**Supply network**

The bar under the picture is 20 um long. Pins as bars on the die edge.
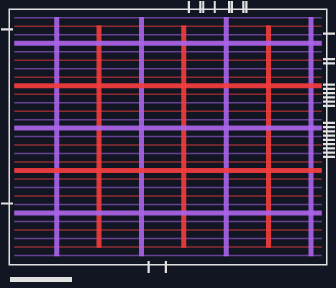
**Placed cells, one color a class**

Fill, decap, tap and diode cells in gray.
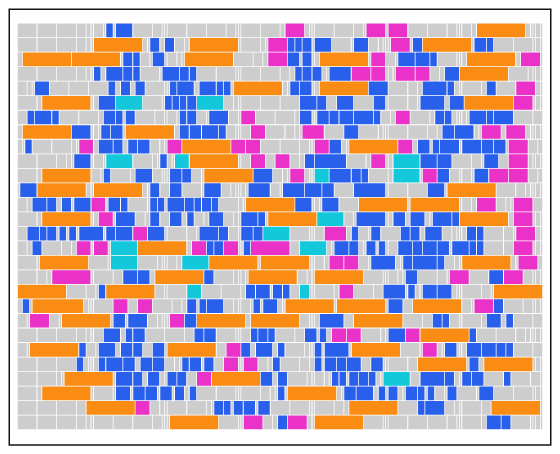
<file path="src/rtl/bcd_step_counter.sv">
// Push-button driven packed-BCD counter with synchronised, debounced increment and load buttons.
// Optional feature macro: BCD_AUTO_REPEAT_EN (auto-repeat on a held increment button).

module bcd_step_counter_btn #(
  parameter int DB_CYCLES = 4
`ifdef BCD_AUTO_REPEAT_EN
  ,
  parameter bit REPEAT_EN     = 1'b0,
  parameter int REPEAT_DELAY  = 20,
  parameter int REPEAT_PERIOD = 5
`endif
) (
  input  logic clk,
  input  logic rst_n,
  input  logic btn_i,
  output logic accept_o
);

  localparam int TW = (DB_CYCLES > 1) ? $clog2(DB_CYCLES) : 1;
  localparam logic [TW-1:0] TIMER_LAST = TW'(DB_CYCLES - 1);

  typedef enum logic [1:0] {IDLE, DB_PRESS, HELD, DB_REL} btnState_e;

  btnState_e     state_q, state_d;
  logic [TW-1:0] timer_q, timer_d;
  logic [1:0]    sync_q;
  logic          synced;
  logic          pressAccept;
  logic          repFire;

  assign synced = sync_q[1];

  always_ff @(posedge clk or negedge rst_n) begin
    if (!rst_n) begin
      sync_q  <= 2'b00;
      state_q <= IDLE;
      timer_q <= '0;
    end else begin
      sync_q  <= {sync_q[0], btn_i};
      state_q <= state_d;
      timer_q <= timer_d;
    end
  end

  always_comb begin
    state_d     = state_q;
    timer_d     = timer_q;
    pressAccept = 1'b0;
    case (state_q)
      IDLE: begin
        if (synced) begin
          state_d = DB_PRESS;
          timer_d = '0;
        end
      end
      DB_PRESS: begin
        if (!synced) begin
          state_d = IDLE;
        end else if (timer_q == TIMER_LAST) begin
          state_d     = HELD;
          pressAccept = 1'b1;
        end else begin
          timer_d = timer_q + 1'b1;
        end
      end
      HELD: begin
        if (!synced) begin
          state_d = DB_REL;
          timer_d = '0;
        end
      end
      DB_REL: begin
        if (synced) begin
          state_d = HELD;
        end else if (timer_q == TIMER_LAST) begin
          state_d = IDLE;
        end else begin
          timer_d = timer_q + 1'b1;
        end
      end
      default: begin
        state_d = IDLE;
        timer_d = '0;
      end
    endcase
  end

`ifdef BCD_AUTO_REPEAT_EN
  if (REPEAT_EN) begin : g_rep
    localparam int RW = (REPEAT_DELAY > 1) ? $clog2(REPEAT_DELAY) : 1;
    logic [RW-1:0] rep_q, rep_d;
    logic          fire;

    // After the first repeat the counter restarts part-way so later repeats come every REPEAT_PERIOD.
    always_comb begin
      rep_d = '0;
      fire  = 1'b0;
      if (state_q == HELD && synced) begin
        if (rep_q == RW'(REPEAT_DELAY - 1)) begin
          fire  = 1'b1;
          rep_d = RW'(REPEAT_DELAY - REPEAT_PERIOD);
        end else begin
          rep_d = rep_q + 1'b1;
        end
      end
    end

    always_ff @(posedge clk or negedge rst_n) begin
      if (!rst_n) begin
        rep_q <= '0;
      end else begin
        rep_q <= rep_d;
      end
    end

    assign repFire = fire;
  end else begin : g_noRep
    assign repFire = 1'b0;
  end
`else
  assign repFire = 1'b0;
`endif

  assign accept_o = pressAccept | repFire;

endmodule

module bcd_step_counter #(
  parameter int DIGITS        = 3,
  parameter int DB_CYCLES     = 1000000,
  parameter int REPEAT_DELAY  = 50000000,
  parameter int REPEAT_PERIOD = 10000000
) (
  input  logic                clk,
  input  logic                reset_n,
  input  logic                btn_inc,
  input  logic                btn_load,
  input  logic [4*DIGITS-1:0] load_val,
  output logic [4*DIGITS-1:0] bcd_out,
  output logic                inc_pulse,
  output logic                wrap
);

  if (DB_CYCLES < 1 || REPEAT_PERIOD < 1 || REPEAT_DELAY < REPEAT_PERIOD) begin : g_badCfg
    $error("bcd_step_counter: illegal DB_CYCLES/REPEAT_DELAY/REPEAT_PERIOD");
  end

  logic [1:0]          rstSync_q;
  logic                rstSyncN;
  logic                incAccept;
  logic                loadAccept;
  logic [4*DIGITS-1:0] bcd_q, bcd_d;
  logic                incPulse_q, incPulse_d;
  logic                wrap_q, wrap_d;
  logic [4*DIGITS-1:0] bcdInc;
  logic [4*DIGITS-1:0] loadSat;
  logic                carry;
  logic                allNines;

  // Reset asserts immediately but is released only on a clock edge.
  always_ff @(posedge clk or negedge reset_n) begin
    if (!reset_n) begin
      rstSync_q <= 2'b00;
    end else begin
      rstSync_q <= {rstSync_q[0], 1'b1};
    end
  end

  assign rstSyncN = rstSync_q[1];

  bcd_step_counter_btn #(
    .DB_CYCLES    (DB_CYCLES)
`ifdef BCD_AUTO_REPEAT_EN
    ,
    .REPEAT_EN    (1'b1),
    .REPEAT_DELAY (REPEAT_DELAY),
    .REPEAT_PERIOD(REPEAT_PERIOD)
`endif
  ) u_incBtn (
    .clk     (clk),
    .rst_n   (rstSyncN),
    .btn_i   (btn_inc),
    .accept_o(incAccept)
  );

  bcd_step_counter_btn #(
    .DB_CYCLES    (DB_CYCLES)
`ifdef BCD_AUTO_REPEAT_EN
    ,
    .REPEAT_EN    (1'b0),
    .REPEAT_DELAY (REPEAT_DELAY),
    .REPEAT_PERIOD(REPEAT_PERIOD)
`endif
  ) u_loadBtn (
    .clk     (clk),
    .rst_n   (rstSyncN),
    .btn_i   (btn_load),
    .accept_o(loadAccept)
  );

  // Ripple-carry BCD increment; a carry out of the top digit means the count was all 9s.
  always_comb begin
    carry   = 1'b1;
    bcdInc  = '0;
    loadSat = '0;
    for (int i = 0; i < DIGITS; i++) begin
      if (carry && bcd_q[4*i +: 4] == 4'd9) begin
        bcdInc[4*i +: 4] = 4'd0;
      end else if (carry) begin
        bcdInc[4*i +: 4] = bcd_q[4*i +: 4] + 4'd1;
        carry            = 1'b0;
      end else begin
        bcdInc[4*i +: 4] = bcd_q[4*i +: 4];
      end
      loadSat[4*i +: 4] = (load_val[4*i +: 4] > 4'd9) ? 4'd9 : load_val[4*i +: 4];
    end
    allNines = carry;
  end

  always_comb begin
    bcd_d      = bcd_q;
    incPulse_d = 1'b0;
    wrap_d     = 1'b0;
    if (loadAccept) begin
      bcd_d = loadSat;
    end else if (incAccept) begin
      bcd_d      = bcdInc;
      incPulse_d = 1'b1;
      wrap_d     = allNines;
    end
  end

  always_ff @(posedge clk or negedge rstSyncN) begin
    if (!rstSyncN) begin
      bcd_q      <= '0;
      incPulse_q <= 1'b0;
      wrap_q     <= 1'b0;
    end else begin
      bcd_q      <= bcd_d;
      incPulse_q <= incPulse_d;
      wrap_q     <= wrap_d;
    end
  end

  assign bcd_out   = bcd_q;
  assign inc_pulse = incPulse_q;
  assign wrap      = wrap_q;

endmodule

</file>
<file path="config.mk">
export PLATFORM = sky130hd
export DESIGN_NAME = bcd_step_counter
export DESIGN_NICKNAME = d
export VERILOG_FILES = /design/src/rtl/bcd_step_counter.sv
export SDC_FILE = /design/constraint.sdc
export NUM_CORES = 1
export LEC_CHECK = 0
export CELL_PAD_IN_SITES_DETAIL_PLACEMENT = 0
export CELL_PAD_IN_SITES_GLOBAL_PLACEMENT = 1
export CORE_ASPECT_RATIO = 0.8
export CORE_UTILIZATION = 45
export CTS_CLUSTER_SIZE = 16
export DETAILED_ROUTE_END_ITERATION = 12
export PLACE_DENSITY_LB_ADDON = 0.1
export REMOVE_ABC_BUFFERS = 1
export SYNTH_ARGS = -nofsm -noshare
export SYNTH_HDL_FRONTEND = slang
export SYNTH_SLANG_ARGS = --single-unit
</file>
<file path="constraint.sdc">
create_clock -name clk -period 2.4 [get_ports clk]
set_clock_uncertainty 0.1 [all_clocks]
set_input_delay 0.72 -clock clk [delete_from_list [all_inputs] [get_ports clk]]
set_output_delay 0.72 -clock clk [all_outputs]
set_load 0.005 [all_outputs]
</file>
==> impl_metrics.xml <==
<?xml version="1.0" encoding="UTF-8"?>
<metrics>
  <group name="run_status">
    <metric name="status" unit="">completed</metric>
  </group>
  <group name="global_routing">
    <metric name="top_usage_layer" unit="">met2</metric>
    <metric name="wire_length_of_the_first_global_routing_pass" unit="um">14000</metric>
    <metric name="grt_pass1_vias" unit="">2865</metric>
    <metric name="grtUsageMet1" unit="%">32.0</metric>
    <metric name="grtUsageMet3" unit="%">4.48</metric>
    <metric name="pin_count_of_the_biggest_net_entering_global_routing" unit="">38</metric>
    <metric name="globalRoute.totalOverflow" unit="">0</metric>
  </group>
  <group name="finish">
    <metric name="clock_buffers" unit="">12</metric>
    <metric name="filler_cells" unit="">685</metric>
    <metric name="num-nonclk-buffers" unit="">72</metric>
    <metric name="cell_group_occupying_the_most_layout_area" unit="">combinational gates</metric>
    <metric name="layout_cell_area_excl_fill" unit="sq mm">0.00449</metric>
    <metric name="non_clock_inverters" unit="">14</metric>
    <metric name="seq_cells" unit="">64</metric>
    <metric name="mostFrequentLayoutCells" unit="">63 x sky130_fd_sc_hd__dfrtp_1, 47 x sky130_fd_sc_hd__nand2_1, 39 x sky130_fd_sc_hd__buf_4</metric>
    <metric name="antenna-diode-count" unit="">0</metric>
    <metric name="drive_gt1_share" unit="%">16.3</metric>
    <metric name="areaGrowthSynthToFinish" unit="%">26.8</metric>
  </group>
  <group name="detailed_routing">
    <metric name="drtAntennaViolNets" unit="">0</metric>
    <metric name="met2RoutedLength" unit="um">3700</metric>
    <metric name="highest-signal-layer" unit="">met4</metric>
    <metric name="avgRoutedWirePerCell" unit="um">14.9</metric>
    <metric name="routed-via-count" unit="">3153</metric>
    <metric name="drt-met1-wl" unit="um">4150</metric>
  </group>
  <group name="synth">
    <metric name="synth.mux.area_fraction" unit="%">2.61</metric>
    <metric name="synthTopCellsByCount" unit="">64 x sky130_fd_sc_hd__dfrtp_1, 47 x sky130_fd_sc_hd__nand2_1, 32 x sky130_fd_sc_hd__nand3_1, 22 x sky130_fd_sc_hd__nor2_1, 20 x sky130_fd_sc_hd__o21ai_0</metric>
    <metric name="synthTopLogicFamily" unit="">simple AND/OR/NAND/NOR gates</metric>
    <metric name="ys_async_sr_fraction" unit="%">100</metric>
    <metric name="syn_inst" unit="">383</metric>
    <metric name="synth.yosys.warnings" unit="">0</metric>
    <metric name="largest_area_cell" unit="">sky130_fd_sc_hd__dfrtp_1</metric>
    <metric name="most_common_cell_in_the_synthesized_netlist" unit="">sky130_fd_sc_hd__dfrtp_1</metric>
    <metric name="synth_stat.cells" unit="">383</metric>
  </group>
  <group name="setup_path">
    <metric name="r2r_end" unit="">bcd_out[8]</metric>
    <metric name="path_cells" unit="">or4b_1 -&gt; or4_4 -&gt; or4_4 -&gt; a221oi_2 -&gt; a31oi_1</metric>
    <metric name="timing.critical_path.required" unit="ps">2520</metric>
    <metric name="setup.worst_path.start" unit="">u_incBtn.timer_q[12]</metric>
    <metric name="timing.rr.start" unit="">u_incBtn.timer_q[12]</metric>
    <metric name="critical_path_class" unit="">register to register</metric>
    <metric name="worst-path-stages" unit="">5</metric>
    <metric name="timing.critical_path.mode_cell" unit="">sky130_fd_sc_hd__or4_4</metric>
    <metric name="worstSetupEndpointType" unit="">register</metric>
    <metric name="cp.buffers_inverters" unit="">0</metric>
    <metric name="worstPathArrival" unit="ps">2520</metric>
    <metric name="critical_path.startpoint_type" unit="">register</metric>
  </group>
  <group name="place">
    <metric name="post_dp_area" unit="sq mm">0.00424</metric>
    <metric name="port_buffers" unit="">29</metric>
    <metric name="pre_cts_slack" unit="ps">-80.3</metric>
    <metric name="gp_congestion" unit="">0.839</metric>
  </group>
  <group name="clock_tree">
    <metric name="clock_path_buffers" unit="">2</metric>
    <metric name="cts_inserted_buffers" unit="">9</metric>
    <metric name="clock_tree_from_tritoncts" unit="">done</metric>
    <metric name="cts_repair_resize_count" unit="">2</metric>
    <metric name="post-cts-setup-buffer-count" unit="">0</metric>
    <metric name="ctsHoldBuffers" unit="">0</metric>
  </group>
  <group name="power">
    <metric name="power_density" unit="mW/mm^2">494</metric>
  </group>
  <group name="final_timing">
    <metric name="setup_violations" unit="">0</metric>
    <metric name="finalCritPeriodShare" unit="%">100</metric>
    <metric name="period_needed" unit="ps">2400</metric>
    <metric name="worstMarginPinSlew" unit="ps">634</metric>
    <metric name="timing.final.hold_violations" unit="">0</metric>
    <metric name="worst_slew_margin_rel" unit="%">57.4</metric>
    <metric name="final.hold.worst_slack" unit="ps">178</metric>
  </group>
  <group name="floorplan">
    <metric name="tapCellCount" unit="">105</metric>
    <metric name="fp.dieArea" unit="sq mm">0.00823</metric>
  </group>
</metrics>
## Picture notes: 'supply network'
[red] VDD
[purple] VSS
signal pins: 30
met4 straps: 7
met5 straps: 5
met1 rails: 29
rows: 28
VDD IR-drop max: 0.000378 V
Die W: 101 um
height of the die: 81.3 um
area inside the core boundary: 0.00750 sq mm

## Picture notes: 'placed cells, one color a class'
[cyan] clock drivers and dummy loads | cells: 16 | share of their area: 4.4%
[blue] all other logic | cells: 309 | share of their area: 44%
[orange] flops | cells: 64 | share of their area: 37%
[magenta] other buffers and delay cells | cells: 72 | share of their area: 15%
fraction of standard cell area that is sequential: 35.7%
site row count: 28
share of the core filled with cells: 59.9%

power breakdown:
| part | leakage [nW] | internal [mW] | switching [mW] | total, mW |
|---|---|---|---|---|
| clock | 0.0906 | 0.457 | 0.426 | 0.883 |
| sequential | 0.838 | 1.11 | 0.0413 | 1.15 |
| combinational | 1.01 | 0.0903 | 0.0900 | 0.180 |
| total | 1.94 | 1.66 | 0.557 | 2.22 |
through the flow:
stage / total power, mW / TNS, ps / cells / utilization, %
after floorplan: 1.25 / -2470 / 373 / -
after global placement: 1.35 / -58.4 / 547 / 56.5
after detailed placement: 1.35 / -130 / 547 / 56.5
after CTS: 2.25 / -7.93 / 563 / 59.2
after global routing: 2.31 / -291 / 566 / 59.9
final: 2.22 / 0 / 566 / 59.9
Power figures rest on the tool's default switching activity, not on a simulated workload.
